### src/rtl/t02_pkg.sv
`default_nettype none
// ============================================================================
// Module : t02_pkg
// Brief  : Shared types and constants for the register-file write arbiter.
// Rev    : 1.0
// ============================================================================
package t02_pkg;

    typedef logic [4:0]  reg_idx_t;
    typedef logic [31:0] word_t;

    typedef enum logic [0:0] {
        NORMAL    = 1'b0,
        MEM_FORCE = 1'b1
    } arb_state_t;

    localparam reg_idx_t REG_ZERO = 5'd0;

endpackage
`default_nettype wire

### src/rtl/t02_rf_write_arbiter_if.sv
`default_nettype none
// ============================================================================
// Module : t02_rf_write_arbiter_if
// Brief  : Writeback requests, decode lookup and register-file write bundle.
// Rev    : 1.0
// ============================================================================
interface t02_rf_write_arbiter_if;
    import t02_pkg::*;

    logic     alu_valid;
    reg_idx_t alu_rd;
    word_t    alu_data;
    logic     alu_ready;

    logic     mem_valid;
    reg_idx_t mem_rd;
    word_t    mem_data;
    logic     mem_ready;

    logic     issue_load;
    reg_idx_t issue_rd;
    reg_idx_t rs1;
    reg_idx_t rs2;
    logic     stall;

    logic     rf_reg_write;
    logic     rf_en;
    reg_idx_t rf_write_index;
    word_t    rf_write_data;
    logic     sb_err;

    modport master (
        output alu_valid, alu_rd, alu_data,
        input  alu_ready,
        output mem_valid, mem_rd, mem_data,
        input  mem_ready,
        output issue_load, issue_rd, rs1, rs2,
        input  stall,
        input  rf_reg_write, rf_en, rf_write_index, rf_write_data, sb_err
    );

    modport slave (
        input  alu_valid, alu_rd, alu_data,
        output alu_ready,
        input  mem_valid, mem_rd, mem_data,
        output mem_ready,
        input  issue_load, issue_rd, rs1, rs2,
        output stall,
        output rf_reg_write, rf_en, rf_write_index, rf_write_data, sb_err
    );

endinterface
`default_nettype wire

### src/rtl/t02_load_scoreboard.sv
`default_nettype none
// ============================================================================
// Module : t02_load_scoreboard
// Brief  : Pending-load bit per register, protocol-error flag, operand hits.
// Rev    : 1.0
// ============================================================================
module t02_load_scoreboard
    import t02_pkg::*;
(
    input  wire logic     clk,
    input  wire logic     rst,
    input  wire logic     i_issue_load,
    input  wire reg_idx_t i_issue_rd,
    input  wire logic     i_clr,
    input  wire reg_idx_t i_clr_rd,
    input  wire reg_idx_t i_rs1,
    input  wire reg_idx_t i_rs2,
    input  wire logic     i_wr_inflight,
    input  wire reg_idx_t i_wr_index,
    output logic          o_stall,
    output logic          o_sb_err
);

    logic [31:1] r_pending;
    logic [31:1] w_pending_nxt;
    logic [31:0] w_pend_full;
    logic        r_sb_err;
    logic        w_set;
    logic        w_err_dup;
    logic        w_err_orphan;
    reg_idx_t    w_rs [2];
    logic [1:0]  w_hit;

    assign w_pend_full = {r_pending, 1'b0};
    assign w_set       = i_issue_load && (i_issue_rd != REG_ZERO);

    // Set is applied after clear so a same-cycle set/clear on one index keeps the bit.
    generate
        for (genvar i = 1; i < 32; i++) begin : g_pend_bit
            assign w_pending_nxt[i] = (w_set && (i_issue_rd == 5'(i)))
                                    | (r_pending[i] & ~(i_clr && (i_clr_rd == 5'(i))));
        end
    endgenerate

    assign w_err_dup    = w_set && w_pend_full[i_issue_rd]
                        && !(i_clr && (i_clr_rd == i_issue_rd));
    assign w_err_orphan = i_clr && !w_pend_full[i_clr_rd];

    always_ff @(posedge clk) begin
        if (rst) begin
            r_pending <= '0;
            r_sb_err  <= 1'b0;
        end else begin
            r_pending <= w_pending_nxt;
            r_sb_err  <= r_sb_err | w_err_dup | w_err_orphan;
        end
    end

    assign w_rs[0] = i_rs1;
    assign w_rs[1] = i_rs2;

    // A register still being written by the registered write port counts as busy.
    generate
        for (genvar k = 0; k < 2; k++) begin : g_rd_port
            assign w_hit[k] = (w_rs[k] != REG_ZERO)
                            && (w_pend_full[w_rs[k]]
                                || (i_wr_inflight && (i_wr_index == w_rs[k])));
        end
    endgenerate

    assign o_stall  = |w_hit;
    assign o_sb_err = r_sb_err;

endmodule
`default_nettype wire

### src/rtl/t02_rf_write_arbiter.sv
`default_nettype none
// ============================================================================
// Module : t02_rf_write_arbiter
// Brief  : Arbitrates ALU and load writebacks onto the single RF write port.
// Rev    : 1.0
// ============================================================================
module t02_rf_write_arbiter
    import t02_pkg::*;
#(
    parameter int STARVE_LIMIT = 4,
    parameter int CNT_W        = 4
)(
    input  wire logic              clk,
    input  wire logic              rst,
    t02_rf_write_arbiter_if.slave  bus
);

    arb_state_t       r_state;
    arb_state_t       w_state_nxt;
    logic [CNT_W-1:0] r_wait_cnt;
    logic [CNT_W-1:0] w_cnt_nxt;
    logic             w_alu_grant;
    logic             w_mem_grant;
    reg_idx_t         w_win_rd;
    word_t            w_win_data;
    logic             r_rf_wr;
    reg_idx_t         r_rf_index;
    word_t            r_rf_data;

    always_ff @(posedge clk) begin
        if (rst) begin
            r_state    <= NORMAL;
            r_wait_cnt <= '0;
        end else begin
            r_state    <= w_state_nxt;
            r_wait_cnt <= w_cnt_nxt;
        end
    end

    always_comb begin
        w_alu_grant = 1'b0;
        w_mem_grant = 1'b0;
        w_state_nxt = r_state;
        w_cnt_nxt   = r_wait_cnt;
        case (r_state)
            NORMAL: begin
                if (bus.alu_valid) begin
                    w_alu_grant = 1'b1;
                end else if (bus.mem_valid) begin
                    w_mem_grant = 1'b1;
                end
                // Enter MEM_FORCE on the same edge the loss count hits the limit.
                if (bus.mem_valid && !w_mem_grant) begin
                    w_cnt_nxt = r_wait_cnt + 1'b1;
                    if (w_cnt_nxt >= CNT_W'(STARVE_LIMIT)) begin
                        w_state_nxt = MEM_FORCE;
                    end
                end else begin
                    w_cnt_nxt = '0;
                end
            end
            MEM_FORCE: begin
                if (bus.mem_valid) begin
                    w_mem_grant = 1'b1;
                end else if (bus.alu_valid) begin
                    w_alu_grant = 1'b1;
                end
                w_state_nxt = NORMAL;
                w_cnt_nxt   = '0;
            end
            default: begin
                w_state_nxt = NORMAL;
                w_cnt_nxt   = '0;
            end
        endcase
    end

    always_comb begin
        w_win_rd   = bus.alu_rd;
        w_win_data = bus.alu_data;
        if (w_mem_grant) begin
            w_win_rd   = bus.mem_rd;
            w_win_data = bus.mem_data;
        end
    end

    // Index/data track every grant; the strobe is suppressed for x0.
    always_ff @(posedge clk) begin
        if (rst) begin
            r_rf_wr    <= 1'b0;
            r_rf_index <= REG_ZERO;
            r_rf_data  <= '0;
        end else if (w_alu_grant || w_mem_grant) begin
            r_rf_wr    <= (w_win_rd != REG_ZERO);
            r_rf_index <= w_win_rd;
            r_rf_data  <= w_win_data;
        end else begin
            r_rf_wr    <= 1'b0;
        end
    end

    t02_load_scoreboard u_scoreboard (
        .clk           (clk),
        .rst           (rst),
        .i_issue_load  (bus.issue_load),
        .i_issue_rd    (bus.issue_rd),
        .i_clr         (w_mem_grant),
        .i_clr_rd      (bus.mem_rd),
        .i_rs1         (bus.rs1),
        .i_rs2         (bus.rs2),
        .i_wr_inflight (r_rf_wr),
        .i_wr_index    (r_rf_index),
        .o_stall       (bus.stall),
        .o_sb_err      (bus.sb_err)
    );

    assign bus.alu_ready      = w_alu_grant;
    assign bus.mem_ready      = w_mem_grant;
    assign bus.rf_reg_write   = r_rf_wr;
    assign bus.rf_en          = r_rf_wr;
    assign bus.rf_write_index = r_rf_index;
    assign bus.rf_write_data  = r_rf_data;

endmodule
`default_nettype wire

### src/flat_wrapper.sv
// flat-port wrapper written by rule: the top's interface ports become plain ports
module t02_rf_write_arbiter_flat import t02_pkg::*;
#(
    parameter int STARVE_LIMIT = 4,
    parameter int CNT_W        = 4
)
  (clk, rst, bus_alu_valid, bus_alu_rd, bus_alu_data, bus_alu_ready, bus_mem_valid, bus_mem_rd, bus_mem_data, bus_mem_ready, bus_issue_load, bus_issue_rd, bus_rs1, bus_rs2, bus_stall, bus_rf_reg_write, bus_rf_en, bus_rf_write_index, bus_rf_write_data, bus_sb_err);
  t02_rf_write_arbiter_if bus_i ();
  input  wire logic clk;
  input  wire logic rst;
  input wire logic [$bits(bus_i.alu_valid)-1:0] bus_alu_valid;
  input wire logic [$bits(bus_i.alu_rd)-1:0] bus_alu_rd;
  input wire logic [$bits(bus_i.alu_data)-1:0] bus_alu_data;
  output wire logic [$bits(bus_i.alu_ready)-1:0] bus_alu_ready;
  input wire logic [$bits(bus_i.mem_valid)-1:0] bus_mem_valid;
  input wire logic [$bits(bus_i.mem_rd)-1:0] bus_mem_rd;
  input wire logic [$bits(bus_i.mem_data)-1:0] bus_mem_data;
  output wire logic [$bits(bus_i.mem_ready)-1:0] bus_mem_ready;
  input wire logic [$bits(bus_i.issue_load)-1:0] bus_issue_load;
  input wire logic [$bits(bus_i.issue_rd)-1:0] bus_issue_rd;
  input wire logic [$bits(bus_i.rs1)-1:0] bus_rs1;
  input wire logic [$bits(bus_i.rs2)-1:0] bus_rs2;
  output wire logic [$bits(bus_i.stall)-1:0] bus_stall;
  output wire logic [$bits(bus_i.rf_reg_write)-1:0] bus_rf_reg_write;
  output wire logic [$bits(bus_i.rf_en)-1:0] bus_rf_en;
  output wire logic [$bits(bus_i.rf_write_index)-1:0] bus_rf_write_index;
  output wire logic [$bits(bus_i.rf_write_data)-1:0] bus_rf_write_data;
  output wire logic [$bits(bus_i.sb_err)-1:0] bus_sb_err;
  assign bus_i.alu_valid = bus_alu_valid;
  assign bus_i.alu_rd = bus_alu_rd;
  assign bus_i.alu_data = bus_alu_data;
  assign bus_alu_ready = bus_i.alu_ready;
  assign bus_i.mem_valid = bus_mem_valid;
  assign bus_i.mem_rd = bus_mem_rd;
  assign bus_i.mem_data = bus_mem_data;
  assign bus_mem_ready = bus_i.mem_ready;
  assign bus_i.issue_load = bus_issue_load;
  assign bus_i.issue_rd = bus_issue_rd;
  assign bus_i.rs1 = bus_rs1;
  assign bus_i.rs2 = bus_rs2;
  assign bus_stall = bus_i.stall;
  assign bus_rf_reg_write = bus_i.rf_reg_write;
  assign bus_rf_en = bus_i.rf_en;
  assign bus_rf_write_index = bus_i.rf_write_index;
  assign bus_rf_write_data = bus_i.rf_write_data;
  assign bus_sb_err = bus_i.sb_err;
  t02_rf_write_arbiter #(.STARVE_LIMIT(STARVE_LIMIT), .CNT_W(CNT_W)) u_core (.clk(clk), .rst(rst), .bus(bus_i));
endmodule
### config.mk
export PLATFORM = sky130hd
export DESIGN_NAME = t02_rf_write_arbiter_flat
export DESIGN_NICKNAME = d
export VERILOG_FILES = /design/src/rtl/t02_pkg.sv /design/src/rtl/t02_rf_write_arbiter_if.sv /design/src/rtl/t02_load_scoreboard.sv /design/src/rtl/t02_rf_write_arbiter.sv /design/src/flat_wrapper.sv
export SDC_FILE = /design/constraint.sdc
export NUM_CORES = 1
export LEC_CHECK = 0
export CAP_MARGIN = 20
export CORE_ASPECT_RATIO = 0.5
export CORE_MARGIN = 4
export CORE_UTILIZATION = 40
export DETAILED_ROUTE_END_ITERATION = 16
export GPL_TIMING_DRIVEN = 0
export PLACE_DENSITY = 0.72
export SETUP_SLACK_MARGIN = 0.5
export SYNTH_ARGS = -nofsm -noshare
export SYNTH_HDL_FRONTEND = slang
export SYNTH_SLANG_ARGS = --single-unit
### constraint.sdc
create_clock -name clk -period 2.3 [get_ports clk]
set_input_delay 0.46 -clock clk [delete_from_list [all_inputs] [get_ports clk]]
set_output_delay 0.46 -clock clk [all_outputs]
set_load 0.02 [all_outputs]
**Run 1: register map, names as in the netlist**

The bar under the picture is 50 um long.
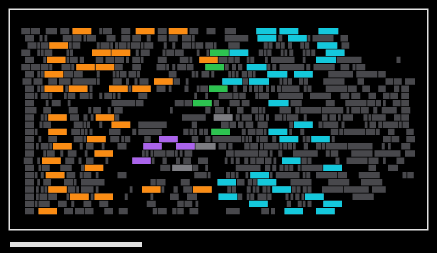
u_core.bus.rf_write_index -> green  # flops 5
u_core.u_scoreboard.r_pending -> cyan  # flops 31
u_core.bus.rf_write_data -> orange  # flops 32
u_core.r_wait_cnt -> purple  # flops 4
not colored = 3

**Run 1: the clock network**

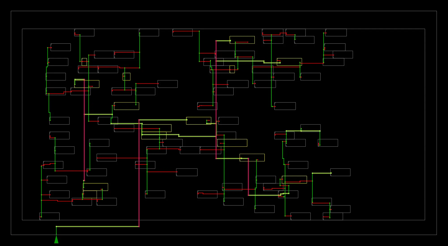
Clock Latency Late Sink: 0.34 ns
power of the clock network: 1530 uW
layout clock buffer count: 10
num sequential: 75

==> ds_physical_params.txt, run 1 <==
Physical implementation characteristics

Parameter                              Value

Finish
  Commonest Layout Cell    nand2_1
  Dominant kind of cell    combinational gates

Critical path
  Endpoint class of the critical path    output pin

Logic synthesis
  Cell Area, Synth    4472 um2
  Count of mapped cells out of synthesis    522
  Total of flip-flops plus latches after synthesis    ~75
  Simple logic cell fraction of the synthesized area    21.52%

Global routing
  Antenna violations before repair    0

Pwr
  Clock group share of total power    41.6%
  Reported net switching power    slightly below 1000 uW
  Power per Cell Area    between 500 and 600 nW/um2

Final timing
  Final critical-path setup slack    -0.2831 ns
  Number of max-slew violations in the final report    0
  Setup-failing EPs final    1

Routing
  Met3 wire len    ~1.9 mm
  Routed length per placed instance    19.00 um
  Top layer used by detailed routing    met4

Outcome
  Outcome    finished, violations left
  Violated checks    negative setup slack

Die
  Std-Cell Rows    26
**Run 1: zoomed window**

The bar under the picture is 20 um long. Window x 54 to 104, y 33 to 83 um. Cells in gray, sequential cells in the stronger gray; small squares are vias.
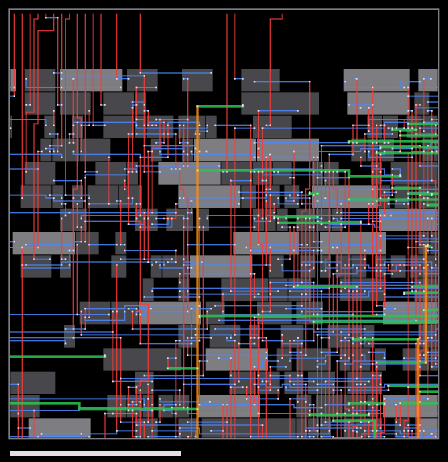
met3 -> green
met2 -> red
met4 -> orange
met1 -> blue
netlist names of flops here include = u_core.u_scoreboard.r_pending (9), u_core.bus.rf_write_index (5), u_core.bus.rf_write_data (3)
sequential cells in the window = 19
cells with their middle in the window = 152
most frequent = nand2_1 (26), clkdlybuf4s50_1 (14), dfxtp_1 (13)

[run 1: per-stage QoR]
stage               hold slack, ns  power [uW]  area (um2)  setup slack, ns  TNS (ns)
global route                0.4870        3827        6386          -0.3401   -0.3401
CTS                         0.4475        3691        6331          -0.2806   -0.2806
finish                      0.4467        3688        6386          -0.2831   -0.2831
global placement            0.4300        2155        5898           -1.030    -6.499
detailed placement          0.4396        2163        5898           -1.076    -7.828
floorplan                   0.4175        1799        4492         -0.04420  -0.04420
[run 1: worst paths after layout]
check | startpoint | endpoint | cells after the start
worst max register to register | u_core.u_scoreboard.r_pending[17] | u_core.u_scoreboard.o_sb_err | 5
worst max-delay path | u_core.u_scoreboard.r_pending[3] | bus_stall | 5
worst min-delay path | u_core.r_wait_cnt[0] | u_core.r_wait_cnt[0] | 1
worst min register to register | u_core.r_wait_cnt[0] | u_core.r_wait_cnt[0] | 1
[run 1: synth_stat cells, drive strengths merged (2+ instances only)]
master / instances / area (um2)
a211oi: 2 / 15.01
a21oi: 32 / 160.2
a221oi: 2 / 17.52
a311oi: 33 / 289.0
and3: 5 / 31.28
and3b: 2 / 17.52
buf: 13 / 81.32
clkbuf: 32 / 120.1
dfxtp: 75 / 1501
inv: 3 / 11.26
mux2: 5 / 60.05
mux2i: 11 / 110.1
mux4: 29 / 690.7
nand2: 112 / 420.4
nand2b: 5 / 31.28
nand3: 7 / 35.03
nand3b: 2 / 15.01
nand4: 3 / 18.77
nor2: 54 / 202.7
nor2b: 4 / 25.02
nor3: 9 / 45.04
nor3b: 3 / 22.52
nor4: 4 / 25.02
o21ai: 35 / 175.2
or2: 2 / 12.51
or3: 2 / 12.51
or4: 2 / 15.01
xnor2: 11 / 96.34
xor2: 6 / 52.55
--- run 2 (diff from run 1) ---
CORE_MARGIN = not set   (was 4)
**Run 2: the clock network**

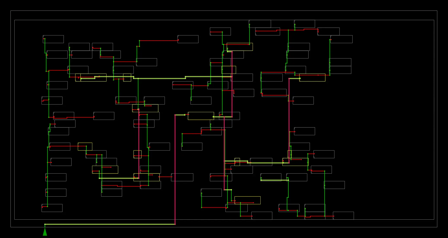
largest clock skew in the final design: 0.007009 ns
layout clock buffer count: 12
CTS Buf Count: 9
power of the clock network: 1330 uW
number of sinks on the clock net: 75

==> ds_physical_params.txt, run 2 <==
Physical implementation characteristics

Parameter                              Value

Final timing
  Final critical-path setup slack    -0.2759 ns (was -0.2831 ns)
  Final hold slack    0.4432 ns (was 0.4467 ns)
  Setup-failing EPs final    1 (unchanged)
  Number of max-slew violations in the final report    0 (unchanged)
  Setup TNS    -0.2759 ns (was -0.2831 ns)

Min path
  Hold path startpoint    u_core.r_wait_cnt[0] (unchanged)
  Hold path endpoint    u_core.r_wait_cnt[0] (unchanged)
  Number of cells traversed by the worst hold path    1 (unchanged)

Routing
  Routed length per placed instance    18.64 um (was 19.00 um)

Outcome
  Outcome    finished, violations left (unchanged)
  Violated checks    negative setup slack (unchanged)

Logic synthesis
  Most common cell in the netlist    nand2_1 (unchanged)
  Commonest register cell after synthesis    dfxtp_1 (unchanged)
  Post-synth top area share    33.58% (unchanged)
  Total of flip-flops plus latches after synthesis    75 (unchanged)
  Top post-synthesis cells by count    nand2_1, dfxtp_1, nor2_1, o21ai_0, a311oi_1 (unchanged)
  Cell Area, Synth    4472 um2 (unchanged)
  Main area contributors    dfxtp_1, mux4_2, nand2_1, a311oi_1, mux4_1 (unchanged)
  Yosys top cell by area    dfxtp_1 (unchanged)

Critical path
  Origin of the critical flop-to-flop path    u_core.u_scoreboard.r_pending[25] (was u_core.u_scoreboard.r_pending[17])
  Endpoint of the worst setup timing path    bus_stall (unchanged)
  Endpoint class of the critical path    output pin (unchanged)
  R2R cell count    5 (unchanged)
  Critical path launch point    u_core.u_scoreboard.r_pending[23] (was u_core.u_scoreboard.r_pending[3])
  Reg2Reg Capture Point    u_core.u_scoreboard.o_sb_err (unchanged)

Pwr
  Int Power    2525 uW (was 2700 uW)
  Clock group share of total power    38.1% (was 41.6%)
  Power per Cell Area    545.6 nW/um2 (was 577.6 nW/um2)

Die
  Std-Cell Rows    26 (unchanged)

Clock network
  Clock Latency Late Sink    0.34 ns (about the same)

Finish
  Commonest Layout Cell    nand2_1 (unchanged)

Global routing
  Antenna violations before repair    0 (unchanged)
-- run 2: repair_timing --
action	CTS	global route
cloned	0	0
buffers inserted	2	10
pin swaps	8	3
endpoints found under the setup margin	62	30
gates resized	85	18
-- run 2: power by group through the flow --
| stage | combinational [uW] | clock, uW | sequential (uW) |
|---|---|---|---|
| final | 752 | 1330 | 1420 |
| after global placement | 714 | 0 | 1440 |
| after detailed placement | 720 | 0 | 1440 |
| after floorplan | 306 | 0 | 1490 |
| after CTS | 734 | 1350 | 1420 |
| after global routing | 805 | 1420 | 1420 |
-- run 2: routing by layer --
metal	part of all wire, %	vias up	GRT usage [%]
li1	-	2194	-
met2	46	224	42.24
met3	11	19	9.345
met4	1.3	0	6.535
met1	42	2210	33.84
met5	0	-	0
-- run 2: area by class of cell --
cell class,count,area [um2]
Buffer,45,260.3
Timing Repair Buffer,135,1310
Sequential cell,75,1528
Tap cell,140,175.2
Fill cell,970,4121
Inverter,4,22.52
Clock buffer,12,256.5
Clock inverter,4,25.02
Multi-Input combinational cell,398,2841
-- run 2: cell families (layout without fill, tap and decap cells) --
kind of cell    Yosys count  in the layout  share of synthesized area (%)
simple gates            220            220                          21.52
compound gates          115            115                          17.21
flops                    75             75                          33.58
buf+inv                  49            200                          4.840
mux                      45             45                          19.25
xor+xnor                 17             17                          3.330
fa+ha+maj                 1              1                         0.2798
-- run 2: worst max-delay path, delay by kind of cell, from the launching register on --
family | cells | cell delay, ns
mux | 2 | 0.78
compound gates | 2 | 0.46
flops | 1 | 0.36
buf+inv | 1 | 0.17
-- run 2: through the flow --
step	area, um2	setup WS [ns]
2_1_floorplan	4492	-0.04420
3_3_place_gp	5898	-1.022
3_5_place_dp	5898	-1.038
4_1_cts	6302	-0.2815
5_1_grt	6419	-0.3244
6_report	6419	-0.2759
Power and IR drop assume default switching activity.
